$ cat config.mk
export PLATFORM = sky130hd
export DESIGN_NAME = axi_read_master
export DESIGN_NICKNAME = d
export VERILOG_FILES = /design/src/rtl/axi_read_master.sv
export SDC_FILE = /design/constraint.sdc
export NUM_CORES = 1
export LEC_CHECK = 0
export CORE_UTILIZATION = 29
export DETAILED_ROUTE_END_ITERATION = 10
export PLACE_DENSITY = 0.58
export SETUP_SLACK_MARGIN = 0.3
export SLEW_MARGIN = 30
export SYNTH_ARGS = -nofsm -noshare
export SYNTH_HDL_FRONTEND = slang
export SYNTH_SLANG_ARGS = --single-unit
$ cat constraint.sdc
create_clock -name aclk -period 1.9 [get_ports aclk]
set_clock_uncertainty 0.2 [all_clocks]
set_input_delay 0.19 -clock aclk [delete_from_list [all_inputs] [get_ports aclk]]
set_output_delay 0.19 -clock aclk [all_outputs]
set_load 0.1 [all_outputs]
$ cat src/rtl/axi_read_master.sv
// AXI4 read-channel master: one INCR burst per command, R beats staged through a one-entry output register.
// Optional beat-count protocol check is compiled in when AXI_RD_BEAT_CHECK_EN is defined.
module axi_read_master #(
  parameter int ADDRESS_WIDTH = 8,
  parameter int DATA_WIDTH    = 32
) (
  input  logic                     aclk,
  input  logic                     aresetn,
  input  logic [ADDRESS_WIDTH-1:0] cmd_addr,
  input  logic [7:0]               cmd_len,
  input  logic [2:0]               cmd_size,
  input  logic                     cmd_valid,
  output logic                     cmd_ready,
  output logic [ADDRESS_WIDTH-1:0] araddr,
  output logic [7:0]               arlen,
  output logic [2:0]               arsize,
  output logic [1:0]               arburst,
  output logic                     arvalid,
  input  logic                     arready,
  input  logic [DATA_WIDTH-1:0]    rdata,
  input  logic [1:0]               rresp,
  input  logic                     rlast,
  input  logic                     rvalid,
  output logic                     rready,
  output logic [DATA_WIDTH-1:0]    out_data,
  output logic                     out_last,
  output logic                     out_valid,
  input  logic                     out_ready,
  output logic                     done,
  output logic                     err
);

  typedef enum logic [1:0] {IDLE, ADDR, DATA} state_t;

  state_t                   state_q, state_d;
  logic [ADDRESS_WIDTH-1:0] araddr_q, araddr_d;
  logic [7:0]               arlen_q, arlen_d;
  logic [2:0]               arsize_q, arsize_d;
  logic [DATA_WIDTH-1:0]    out_data_q, out_data_d;
  logic                     out_last_q, out_last_d;
  logic                     out_valid_q, out_valid_d;
  logic                     done_q, done_d;
  logic                     err_q, err_d;
  logic [7:0]               beat_cnt_q, beat_cnt_d;
  logic                     r_hs;

  assign cmd_ready = (state_q == IDLE);
  assign arvalid   = (state_q == ADDR);
  assign arburst   = 2'b01;
  // A held output beat blocks the R channel so it can never be overwritten.
  assign rready    = (state_q == DATA) && (!out_valid_q || out_ready);
  assign r_hs      = rvalid && rready;

  assign araddr    = araddr_q;
  assign arlen     = arlen_q;
  assign arsize    = arsize_q;
  assign out_data  = out_data_q;
  assign out_last  = out_last_q;
  assign out_valid = out_valid_q;
  assign done      = done_q;
  assign err       = err_q;

  always_comb begin
    state_d     = state_q;
    araddr_d    = araddr_q;
    arlen_d     = arlen_q;
    arsize_d    = arsize_q;
    err_d       = err_q;
    beat_cnt_d  = beat_cnt_q;
    done_d      = 1'b0;
    out_data_d  = out_data_q;
    out_last_d  = out_last_q;
    out_valid_d = out_valid_q;

    case (state_q)
      IDLE: begin
        if (cmd_valid) begin
          araddr_d   = cmd_addr;
          arlen_d    = cmd_len;
          arsize_d   = cmd_size;
          err_d      = 1'b0;
          beat_cnt_d = 8'd0;
          state_d    = ADDR;
        end
      end
      ADDR: begin
        if (arready) state_d = DATA;
      end
      DATA: begin
        if (r_hs) begin
          if (rresp != 2'b00) err_d = 1'b1;
`ifdef AXI_RD_BEAT_CHECK_EN
          if (rlast && (beat_cnt_q != arlen_q)) err_d = 1'b1;
          if (!rlast && (beat_cnt_q == arlen_q)) err_d = 1'b1;
`endif
          if (beat_cnt_q != 8'hff) beat_cnt_d = beat_cnt_q + 8'd1;
          if (rlast) begin
            done_d  = 1'b1;
            state_d = IDLE;
          end
        end
      end
      default: state_d = IDLE;
    endcase

    // A load in the same cycle as a drain keeps the register full with the new beat.
    if (r_hs) begin
      out_data_d  = rdata;
      out_last_d  = rlast;
      out_valid_d = 1'b1;
    end else if (out_valid_q && out_ready) begin
      out_valid_d = 1'b0;
    end
  end

  always_ff @(posedge aclk or negedge aresetn) begin
    if (!aresetn) begin
      state_q     <= IDLE;
      araddr_q    <= '0;
      arlen_q     <= '0;
      arsize_q    <= '0;
      out_data_q  <= '0;
      out_last_q  <= 1'b0;
      out_valid_q <= 1'b0;
      done_q      <= 1'b0;
      err_q       <= 1'b0;
      beat_cnt_q  <= '0;
    end else begin
      state_q     <= state_d;
      araddr_q    <= araddr_d;
      arlen_q     <= arlen_d;
      arsize_q    <= arsize_d;
      out_data_q  <= out_data_d;
      out_last_q  <= out_last_d;
      out_valid_q <= out_valid_d;
      done_q      <= done_d;
      err_q       <= err_d;
      beat_cnt_q  <= beat_cnt_d;
    end
  end

endmodule
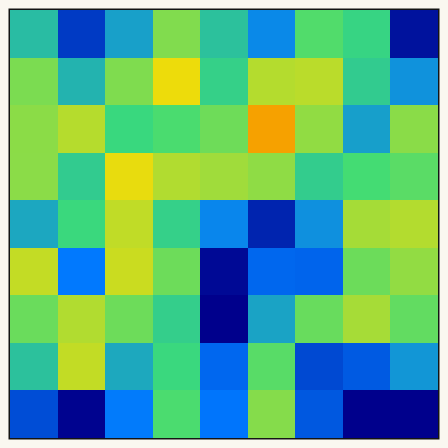
**Above:** run 1 (local utilization).
9 x 9 tiles, from dark blue (low) to red (high), 0 to 100% covered.
tiles over 75% full: 1.2%
fullest tile: 82%
nearly empty tiles: 6.2%
core box area: 7850 sq um
final design utilization: 50.0%
initial cell density of the core: 30.3%

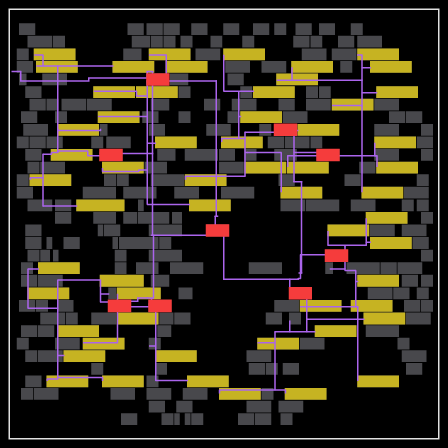
**Above:** run 1 (routed clock nets over the placement).
[flip-flops] yellow | count: 57
[cells driving clock nets] red | count: 9
[clock wires] purple | length: 860 microns
routed clock nets: 10
Skew-Pair Late Insertion Delay: 330 ps

==> PnR_summary.wiki, run 1 <==
== Metrics ==
{| class="wikitable"
! Metric !! Value
|-
| Status || complete, no violations
|-
| Final period util || 90.3%
|-
| Count of instantiated cells in the yosys netlist || ~130
|-
| Post-DP HPWL || between 3000 and 4000 microns
|-
| Combinational cell area excluding buffers and inverters || 928 sq um
|-
| Post-Synth Simple-Gate Area || 3.05%
|-
| Detailed Routing Iterations Pass 1 || 4
|-
| Area taken by flip-flops and latches || 1430 sq um
|-
| Adder-cell share of the synthesized area || 0%
|-
| Chip area || between 8000 and 9000 sq um
|-
| Type of the tightest min-delay check || in2async
|-
| Largest net degree at the start of global routing || 26
|-
| Proportion of layout cells with a drive suffix above 1 || 54.0%
|-
| Count of standard-cell rows || 32
|-
| Number of DRC markers after the initial detailed-route iteration || 31
|-
| Max FO, Critical Path || 2
|-
| Transition time at the pin with the least slew margin || 547 ps
|-
| Worst slack at placement || between 90 and 100 ps
|-
| Via count of the first global-routing pass || 1,669
|}
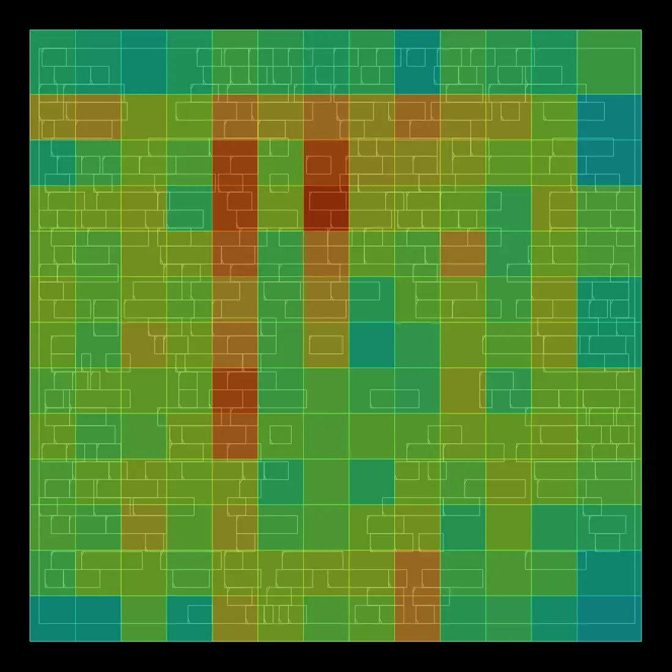
**Above:** run 1 (track usage over the die).
met1 track utilization from global routing: 16.1%
wire length per cell after detailed routing: 15.0 microns
GRT Util Overall: 13.8%

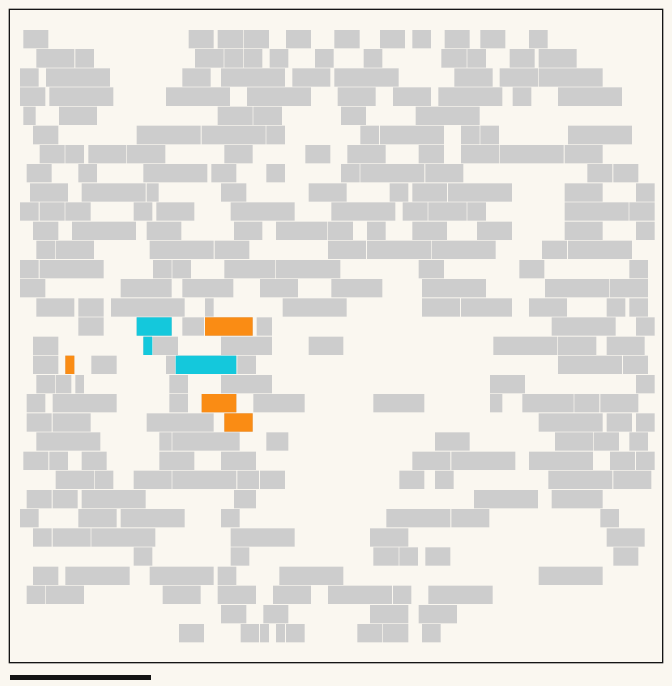
**Above:** run 1 (selected gate families).
Scale bar: 20 microns.
[NAND gates] cyan | cells: 3
[NOR gates] orange | cells: 4

[run 1: how the worst min path moves through the flow]
stage	start	end	depth (start not counted)
finish	aresetn	out_data[17]	2
global route	aresetn	out_data[17]	2
CTS	aresetn	out_data[14]	2
detailed placement	aresetn	out_data[14]	1
global placement	aresetn	out_data[14]	1
floorplan	aresetn	araddr[0]	0
[run 1: stage by stage]
| stage | std cells | TNS, ps |
|---|---|---|
| floorplan | 134 | -2740 |
| global placement | 350 | 0 |
| detailed placement | 350 | 0 |
| CTS | 371 | 0 |
| global route | 374 | 0 |
| finish | 374 | 0 |
[run 1: worst max-delay path, stage by stage (launching register included)]
cell and delay, ps:
sky130_fd_sc_hd__dfrtp_4 490, sky130_fd_sc_hd__nand2b_4 70, sky130_fd_sc_hd__nor3b_4 220, sky130_fd_sc_hd__buf_12 210
[run 1: layer usage]
| layer | track usage, % | part of all wire [%] | up-vias | wire length [microns] |
|---|---|---|---|---|
| li1 | - | - | 731 | - |
| met2 | 21.5 | 47 | 79 | 2640 |
| met1 | 16.1 | 42 | 750 | 2380 |
| met5 | 0 | 0 | - | 0 |
| met4 | 6.64 | 1.5 | 0 | 84 |
| met3 | 6.32 | 9.0 | 7 | 507 |
[run 1: area by class of cell]
class / instances / share of cell area, %
clock buffer: 11 / 3.86
multi-input combinational: 70 / 23.7
sequential: 57 / 36.5
inverter: 3 / 0.287
tap: 102 / 3.25
timing repair buffer: 126 / 31.6
clock inverter: 5 / 0.766
==> inputs of run 2 (changes only) <==
--- a/config.mk
+++ b/config.mk
@@ -5,6 +5,7 @@
 export SDC_FILE = /design/constraint.sdc
 export NUM_CORES = 1
 export LEC_CHECK = 0
+export CAP_MARGIN = 20
 export CORE_UTILIZATION = 29
 export DETAILED_ROUTE_END_ITERATION = 10
 export PLACE_DENSITY = 0.58
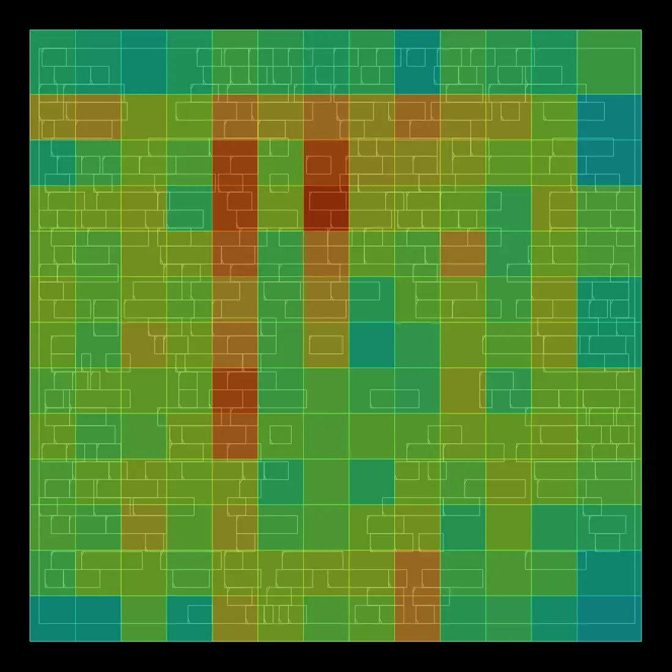
**Above:** run 2 (track usage over the die).
GRT met3 Usage: 6.32%
met2 GRT Util: 21.5%
layer with the highest usage: met2

==> PnR_summary.wiki, run 2 <==
== Metrics ==
{| class="wikitable"
! Metric !! Value
|-
| Status || complete, no violations
|-
| Cell type group with the largest total delay on the critical path || flip-flops
|-
| Most common logic cells in the final layout || sky130_fd_sc_hd__clkdlybuf4s50_1 (58), sky130_fd_sc_hd__dfrtp_1 (54), sky130_fd_sc_hd__buf_4 (54)
|-
| Crit-path slowest cell || sky130_fd_sc_hd__dfrtp_4
|-
| Proportion of layout cells with a drive suffix above 1 || 54.0% (unchanged)
|-
| Final design utilization || 50.0% (unchanged)
|-
| Final-layout setup total negative slack || 0 ps (unchanged)
|-
| Detailed-routed wire length on met2 || 2640 microns (unchanged)
|-
| Max FO, Critical Path || 2 (unchanged)
|-
| Final Slew Violations || 0
|-
| Via count of the first global-routing pass || 1,669 (unchanged)
|-
| Largest net degree at the start of global routing || 26 (unchanged)
|-
| Post-DP HPWL || 3810 microns (unchanged)
|-
| Detailed Routing Iterations Pass 1 || 4 (unchanged)
|-
| Chain of cells forming the critical path || nand2b_4 > nor3b_4 > buf_12
|-
| Count of standard-cell rows || 32 (unchanged)
|-
| Uppermost layer routed || met4
|-
| Worst setup slack after layout || 185 ps
|-
| Count of placed standard cells including taps || 350 (unchanged)
|-
| Number of DRC markers after the initial detailed-route iteration || 31 (unchanged)
|-
| Syn_nets || 194
|-
| Crit-path max cell delay || 490 ps (about the same)
|-
| Worst slack at placement || 93.6 ps (unchanged)
|-
| Crit path buf inv count || 1 (unchanged)
|-
| Initial cell density of the core || 30.3% (unchanged)
|-
| Core box area || 7850 sq um (unchanged)
|-
| Met3 layer wire length in the routed design || 507 microns (unchanged)
|-
| Transition time at the pin with the least slew margin || 547 ps (unchanged)
|-
| GRT Util Overall || 13.8% (unchanged)
|-
| Clock Sinks || 57
|-
| Synth Area per Inst || 17.7 sq um
|-
| Final period util || 90.3% (unchanged)
|-
| Wire length per cell after detailed routing || 15.0 microns (unchanged)
|-
| Chip area || 8560 sq um (unchanged)
|-
| Number of standard cells in the layout, taps in and fillers out || 374 (unchanged)
|-
| Count of instantiated cells in the yosys netlist || 134 (unchanged)
|}
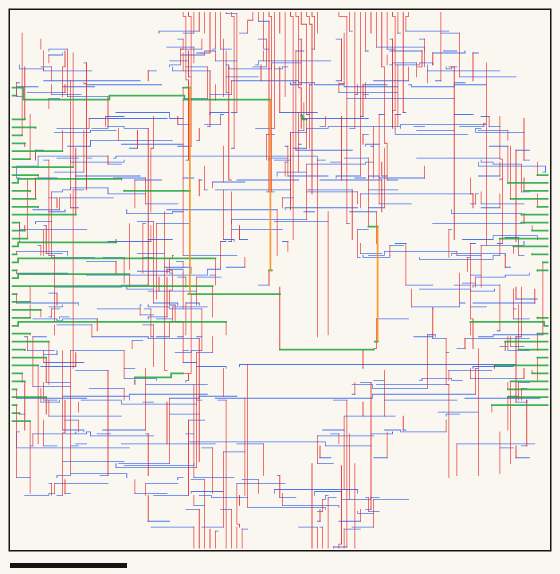
**Above:** run 2 (wiring by layer).
Scale bar: 20 microns.
[met1] blue | wire length: 2,380 microns
[met3] green | wire length: 508 microns
[met4] orange | wire length: 84.3 microns
[met2] red | wire length: 2,640 microns

[run 2: cell counts after synthesis]
No cell type changed its count.
[run 2: worst paths after layout]
path,start,end,slack (ps),depth (start not counted)
worst max-delay path,out_valid,rready,180,3
worst min-delay path,aresetn,out_data[17],180,2
worst max register to register,out_valid,out_data[26],220,5
worst min register to register,out_data[31],out_data[31],310,1
max in group asynchronous,aresetn,out_data[10],720,3
min in group aclk,rresp[0],err,260,3
[run 2: final cells by class]
class	instances	area (sq um)	area share, %
clock buffer	11	151	3.86
clock inverter	5	30.0	0.766
inverter	3	11.3	0.287
multi-input combinational	70	928	23.7
sequential	57	1430	36.5
tap	102	128	3.25
timing repair buffer	126	1240	31.6
[run 2: cell families (layout without fill, tap and decap cells)]
group                  Yosys count  after routing  share of synthesized area, %
AOI/OAI and AO/OA                4              4                          1.26
buffers and inverters           10            145                          3.47
DFF                             57             57                          60.0
muxes                           52             52                          31.9
other                            2              2                         0.316
and+or+nand+nor                  9             12                          3.05
[run 2: layer usage]
metal | vias to the layer above | GRT usage [%]
met5 | - | 0
met4 | 0 | 6.64
met3 | 7 | 6.32
met2 | 79 | 21.5
met1 | 750 | 16.1
li1 | 731 | -
[run 2: worst reg2reg max path, cell delays in order (launching register included)]
cell and delay, ps:
sky130_fd_sc_hd__dfrtp_4 490, sky130_fd_sc_hd__nand2b_4 70, sky130_fd_sc_hd__buf_4 130, sky130_fd_sc_hd__nand4b_4 140, sky130_fd_sc_hd__buf_12 210, sky130_fd_sc_hd__mux2_4 320
==> inputs of run 3 (changes only) <==
--- a/config.mk
+++ b/config.mk
@@ -6,9 +6,11 @@
 export NUM_CORES = 1
 export LEC_CHECK = 0
 export CAP_MARGIN = 20
+export CELL_PAD_IN_SITES_DETAIL_PLACEMENT = 0
+export CELL_PAD_IN_SITES_GLOBAL_PLACEMENT = 1
 export CORE_UTILIZATION = 29
 export DETAILED_ROUTE_END_ITERATION = 10
-export PLACE_DENSITY = 0.58
+export PLACE_DENSITY = 0.72
 export SETUP_SLACK_MARGIN = 0.3
 export SLEW_MARGIN = 30
 export SYNTH_ARGS = -nofsm -noshare
==> constraint.sdc (replaced) <==
create_clock -name aclk -period 2.2 [get_ports aclk]
set_clock_uncertainty 0.2 [all_clocks]
set_input_delay 0.44 -clock aclk [delete_from_list [all_inputs] [get_ports aclk]]
set_output_delay 0.44 -clock aclk [all_outputs]
set_load 0.1 [all_outputs]
==> PnR_summary.wiki, run 3 <==
== Metrics ==
{| class="wikitable"
! Metric !! Value
|-
| Register-to-Register Path Depth || 6 (+1)
|-
| Clock Sinks || 57 (unchanged)
|-
| Wire length per cell after detailed routing || 13.7 microns (-8.8%)
|-
| Chip area || 8560 sq um (unchanged)
|-
| Max FO, Critical Path || 2 (unchanged)
|-
| End point of the critical path || rready
|-
| Largest net degree at the start of global routing || 58 (+120%)
|-
| Reg-to-Reg End || out_data[29]
|-
| Initial cell density of the core || 30.3% (unchanged)
|-
| Final-layout setup total negative slack || 0 ps (unchanged)
|-
| Synth Area per Inst || 17.7 sq um (unchanged)
|-
| Start of the worst register-to-register path || out_valid
|-
| Area taken by flip-flops and latches || 1430 sq um (unchanged)
|-
| Status || complete, no violations
|-
| Detailed Routing Iterations Pass 1 || 2 (-2)
|-
| Number of DRC markers after the initial detailed-route iteration || 18 (-42%)
|-
| Count of standard-cell rows || 32 (unchanged)
|-
| Most common logic cells in the final layout || sky130_fd_sc_hd__buf_4 (58), sky130_fd_sc_hd__clkdlybuf4s50_1 (57), sky130_fd_sc_hd__dfrtp_1 (54)
|-
| Crit-path slowest cell || sky130_fd_sc_hd__dfrtp_4
|-
| Via count of the first global-routing pass || 1,622 (-2.8%)
|-
| Cell type group with the largest total delay on the critical path || flip-flops
|-
| Final period util || 89.5%
|-
| Syn_nets || 194 (unchanged)
|-
| Logic depth of the worst path, buffers included || 3 (unchanged)
|-
| Count of placed standard cells including taps || 350 (unchanged)
|-
| GRT Util Overall || 12.7% (-1.1 points)
|-
| Crit-path max cell delay || 490 ps (about the same)
|-
| Count of instantiated cells in the yosys netlist || 134 (unchanged)
|}
[run 3: worst min path at each step]
stage | from | endpoint | slack (ps) | cells after the start
global route | arlen[4] | arlen[4] | 330 | 1
detailed placement | aresetn | arlen[5] | 270 | 2
finish | out_data[25] | out_data[25] | 310 | 1
global placement | aresetn | arlen[2] | 270 | 2
CTS | out_data[2] | out_data[2] | 310 | 1
floorplan | aresetn | araddr[0] | -60 | 0
[run 3: what timing repair did]
item,in CTS,in global routing
setup endpoints to repair,2,1
setup buffers,2,1
gates resized,2,0
endpoints found under the hold margin,57,0
hold buffers,1,0
[run 3: layout make-up]
| class | count | share of cell area (%) |
|---|---|---|
| tap | 102 | 3.33 |
| clock buffer | 13 | 3.89 |
| multi-input combinational | 67 | 23.5 |
| sequential | 57 | 37.4 |
| clock inverter | 3 | 1.05 |
| timing repair buffer | 125 | 30.5 |
| inverter | 3 | 0.294 |
[run 3: routing by layer]
metal  track usage, %  up-vias  wire (microns)
met1             16.4      743            2310
li1                 -      718               -
met5                0        -               0
met4             4.30        0              59
met3             6.57        7             479
met2             18.1       73            2210
[run 3: worst reg2reg max path: cells and delay by family (launching register included)]
family | cells | cell delay (ps)
flip-flops | 1 | 490
buffers and inverters | 3 | 420
multiplexers | 1 | 310
AND/OR/NAND/NOR | 2 | 230
[run 3: logic make-up after synthesis]
logic type / synth area share, %
compound gates: 1.26
buf+inv: 3.47
flops: 60.0
mux: 31.9
other cells: 0.316
simple gates: 3.05
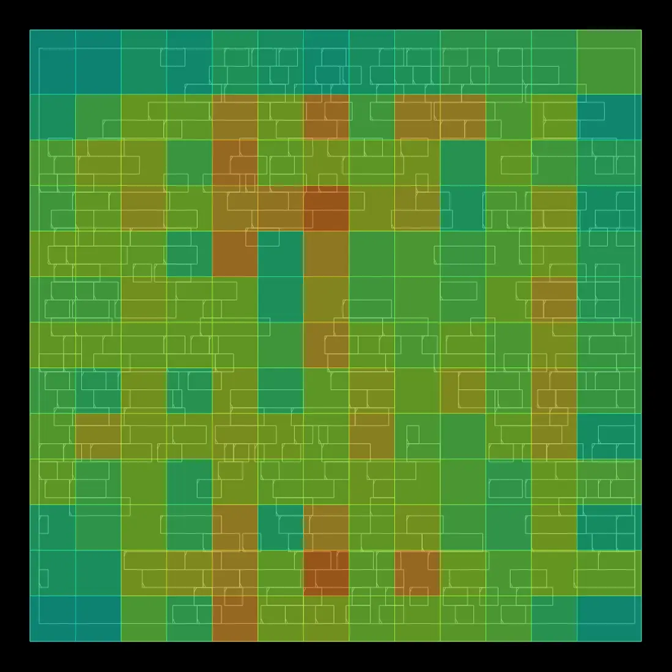
**Above:** run 3 (track usage over the die).
GRT met3 Usage: 6.57%
final design utilization: 48.8%
met1 track utilization from global routing: 16.4%

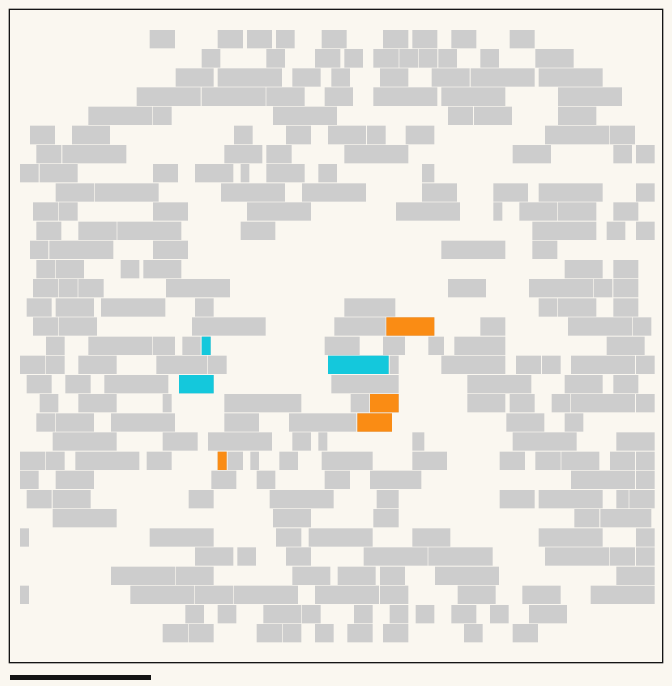
**Above:** run 3 (selected gate families).
Scale bar: 20 microns.
[NAND gates] cyan | cells: 3
[NOR gates] orange | cells: 4
fraction of standard cell area in multi-input logic: 23.5%
number of standard cells in the layout, taps in and fillers out: 370

